===== src/rtl/wb_stage.sv =====
// wb_stage: write-back stage of the 5-stage MIPS pipeline.
//
// Captures the MEM/WB bundle, selects ALU result or loaded data, and drives the
// decode-stage register-file write port. A one-entry bypass holds the last
// committed write for one cycle so decode/execute can forward around the
// register file's read-during-write window.
//
// Optional feature: define WB_RETIRE_COUNT_EN to add the retire_count output,
// a CNT_W-bit count of committed writes (wraps). Undefined: port and counter absent.
//
// Ports:
//   clk, reset            pipeline clock, synchronous active-high reset
//   in_*                  MEM/WB bundle (valid, mem data, ALU result, dest, controls)
//   stall, flush          hold / squash the pipeline register (flush wins)
//   write_register        register-file write index, {1'b0, dest}
//   write_data            register-file write data
//   RegWrite              register-file write strobe
//   load_mode             register-file load width code
//   fwd_valid/reg/data    bypass entry of the last committed write
//   retire_count          committed-write count (WB_RETIRE_COUNT_EN only)
module wb_stage #(
  parameter int unsigned DATA_W = 32,
  parameter int unsigned REG_W  = 6
`ifdef WB_RETIRE_COUNT_EN
  , parameter int unsigned CNT_W = 32
`endif
) (
  input  logic              clk,
  input  logic              reset,
  input  logic              in_valid,
  input  logic [DATA_W-1:0] in_mem_read_data,
  input  logic [DATA_W-1:0] in_alu_result,
  input  logic [4:0]        in_dest_reg,
  input  logic              in_RegWrite,
  input  logic              in_MemToReg,
  input  logic [1:0]        in_load_mode,
  input  logic              stall,
  input  logic              flush,
  output logic [REG_W-1:0]  write_register,
  output logic [DATA_W-1:0] write_data,
  output logic              RegWrite,
  output logic [1:0]        load_mode,
  output logic              fwd_valid,
  output logic [4:0]        fwd_reg,
  output logic [DATA_W-1:0] fwd_data
`ifdef WB_RETIRE_COUNT_EN
  , output logic [CNT_W-1:0] retire_count
`endif
);

  // Pipeline register
  logic              valid_q;
  logic [DATA_W-1:0] mem_data_q;
  logic [DATA_W-1:0] alu_q;
  logic [4:0]        dest_q;
  logic              regwrite_q;
  logic              memtoreg_q;
  logic [1:0]        load_mode_q;
  // Set once the held entry has written, so a stalled entry writes only once
  logic              committed_q;

  // Bypass entry
  logic              fwd_valid_q;
  logic [4:0]        fwd_reg_q;
  logic [DATA_W-1:0] fwd_data_q;

  logic              reg_write;
  logic [DATA_W-1:0] sel_data;

  always_comb begin
    sel_data  = memtoreg_q ? mem_data_q : alu_q;
    reg_write = valid_q & regwrite_q & (dest_q != 5'd0) & ~committed_q;
  end

  always_ff @(posedge clk) begin
    if (reset) begin
      valid_q     <= 1'b0;
      mem_data_q  <= '0;
      alu_q       <= '0;
      dest_q      <= '0;
      regwrite_q  <= 1'b0;
      memtoreg_q  <= 1'b0;
      load_mode_q <= '0;
      committed_q <= 1'b0;
    end else if (flush) begin
      // Squash only; the data fields are don't-care once valid is low
      valid_q     <= 1'b0;
      committed_q <= 1'b0;
    end else if (!stall) begin
      valid_q     <= in_valid;
      mem_data_q  <= in_mem_read_data;
      alu_q       <= in_alu_result;
      dest_q      <= in_dest_reg;
      regwrite_q  <= in_RegWrite;
      memtoreg_q  <= in_MemToReg;
      load_mode_q <= in_load_mode;
      committed_q <= 1'b0;
    end else if (reg_write) begin
      committed_q <= 1'b1;
    end
  end

  always_ff @(posedge clk) begin
    if (reset) begin
      fwd_valid_q <= 1'b0;
      fwd_reg_q   <= '0;
      fwd_data_q  <= '0;
    end else begin
      // Valid for exactly the cycle after a commit; contents hold otherwise
      fwd_valid_q <= reg_write;
      if (reg_write) begin
        fwd_reg_q  <= dest_q;
        fwd_data_q <= sel_data;
      end
    end
  end

`ifdef WB_RETIRE_COUNT_EN
  logic [CNT_W-1:0] retire_q;

  always_ff @(posedge clk) begin
    if (reset) begin
      retire_q <= '0;
    end else if (reg_write) begin
      retire_q <= retire_q + 1'b1;
    end
  end

  assign retire_count = retire_q;
`endif

  always_comb begin
    write_register = {{(REG_W-5){1'b0}}, dest_q};
    write_data     = sel_data;
    RegWrite       = reg_write;
    load_mode      = load_mode_q;
    fwd_valid      = fwd_valid_q;
    fwd_reg        = fwd_reg_q;
    fwd_data       = fwd_data_q;
  end

endmodule


===== config.mk =====
export PLATFORM = sky130hd
export DESIGN_NAME = wb_stage
export DESIGN_NICKNAME = d
export VERILOG_FILES = /design/src/rtl/wb_stage.sv
export SDC_FILE = /design/constraint.sdc
export NUM_CORES = 1
export LEC_CHECK = 0
export CORE_UTILIZATION = 45
export CTS_CLUSTER_DIAMETER = 120
export DETAILED_ROUTE_END_ITERATION = 10
export PLACE_DENSITY_LB_ADDON = 0.15
export SLEW_MARGIN = 10
export SYNTH_ARGS = -nofsm -noshare
export SYNTH_HDL_FRONTEND = slang
export SYNTH_SLANG_ARGS = --single-unit

===== constraint.sdc =====
create_clock -name clk -period 1.9 [get_ports clk]
set_clock_uncertainty 0.2 [all_clocks]
set_input_delay 0.19 -clock clk [delete_from_list [all_inputs] [get_ports clk]]
set_output_delay 0.19 -clock clk [all_outputs]
set_load 0.005 [all_outputs]

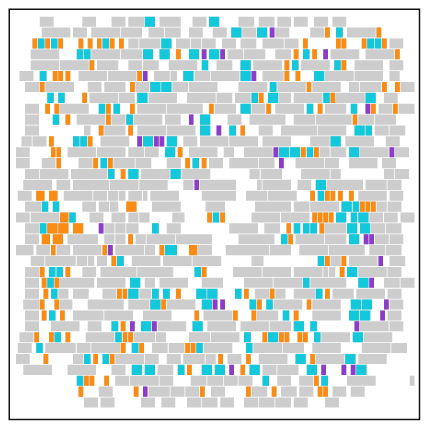
gate_families.png
Drawn at 4 px/um.
Key: orange = NAND gates [cells 156, most used nand2_1, where all over the die]; purple = inverters [cells 34, most used inv_1]; cyan = inverting AOI/OAI gates [cells 142, most used a21oi_1, where all over the die]

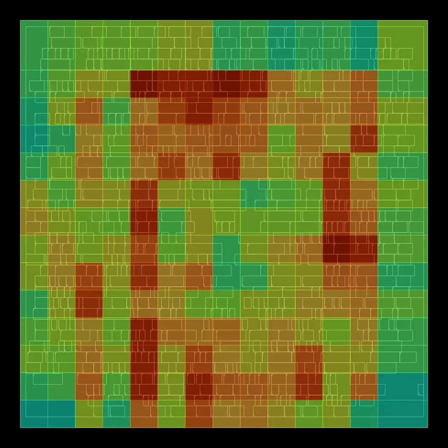
final_congestion.png
DR WL/cell: 16.1 um
Global Route met3 Usage: 7.32%

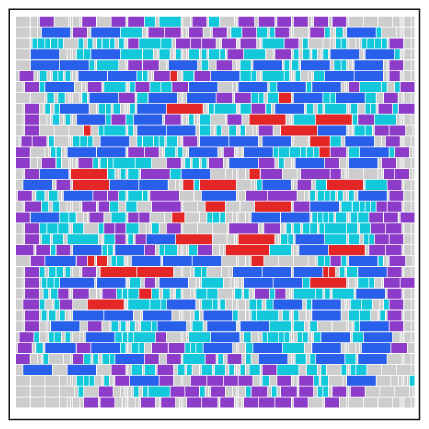
cell_classes.png
Drawn at 4 px/um. Fill, decap, tap and diode cells in gray.
Key: purple = other buffers and delay cells [cells 200, share of their area 29%]; red = clock drivers and dummy loads [cells 32, share of their area 7.7%]; blue = flip-flops [cells 113, share of their area 32%]; cyan = all other logic [cells 375, share of their area 31%]

==> flow_metrics.tcl <==
# metrics dict for downstream scripts
set metrics [dict create \
    overflow 0 \
    yosys_area_mm2 0.00452 \
    critPathLaunchType "flop" \
    track_usage_pct 26.3 \
    grt_pass1_vias 4349 \
    hold_viol 0 \
    clkCellAreaFrac_pct 7.55 \
    die_h_um 102 \
    synth-seq-cells 113 \
    std_cell_rows 36 \
    violations "negative setup slack" \
    n_all_buffers 200 \
    seqPwrFrac_pct 41.3 \
    setup_viol 19 \
    yosysSeqAreaShare_pct 50.1 \
    status "complete, but fails checks" \
    flop_area_mm2 0.00227 \
    fin_ws_ns -0.0906 \
    ys_cells 534 \
    min_period_ns 1.99 \
    syn_nets 612 \
    cts_sinks 113 \
    timing.hold.ws_ns 0.0267 \
    antenna_left 0 \
    synthTopCellsByArea "dfxtp_1, nand2_1, a211oi_1" \
    dieWidth_um 102 \
    drt_iter0_drc 267 \
    port_buffers 155 \
    drv_cap 0 \
    hp-class "primary input to flop" \
    rr_worst_depth 6 \
    min_period_over_period_pct 105 \
]
==> routing by layer <==
layer  vias to the layer above  part of all wire, %  GRT usage, %
li1                       2143                    -             -
met2                       175                   49          43.6
met5                         -                    0             0
met4                         0                  1.6          10.3
met3                        25                  6.5          7.32
met1                      2141                   42          32.5
==> logic make-up after synthesis <==
kind of cell / Yosys count / synth area share [%]
compound gates: 144 / 19.7
buf+inv: 80 / 7.09
flops: 113 / 50.1
mux: 33 / 8.20
other cells: 1 / 0.0830
simple gates: 163 / 14.8
==> repair_timing <==
| item | CTS | global route |
|---|---|---|
| gates resized | 219 | 4 |
| endpoints found under the setup margin | 35 | 34 |
| pin swaps | 2 | 0 |
| hold buffers | 1 | 0 |
| endpoints found under the hold margin | 25 | 0 |
| gates cloned | 3 | 0 |
| buffers inserted | 19 | 7 |
==> worst reg2reg max path: cells and delay by family, from the launching register on <==
kind | cells | cell delay (ns)
DFF | 1 | 0.42
buffers and inverters | 3 | 0.41
AOI/OAI and AO/OA | 2 | 0.34
muxes | 1 | 0.31
==> synth_stat cells <==
master,instances
a211oi_1,64
buf_4,1
inv_2,1
and3b_1,1
mux2i_1,1
nand2b_1,5
clkbuf_1,32
a21o_1,1
clkinv_1,1
o32ai_1,1
inv_1,32
dfxtp_1,113
nor4_4,1
buf_2,13
or2_2,1
mux2_2,32
nor3_1,1
nand3b_1,5
o211a_1,1
nand2_1,146
o21ai_1,4
a21oi_1,73
nor2_1,3
conb_1,1
==> power groups by stage <==
stage | Sequential, mW | Clock (mW) | Combinational, mW
floorplan | 2.53 | 0 | 0.264
global placement | 2.54 | 0 | 0.590
detailed placement | 2.54 | 0 | 0.599
CTS | 2.49 | 2.89 | 0.690
global route | 2.50 | 3.01 | 0.750
finish | 2.49 | 2.85 | 0.702
Power is estimated from default activity; no workload was simulated.
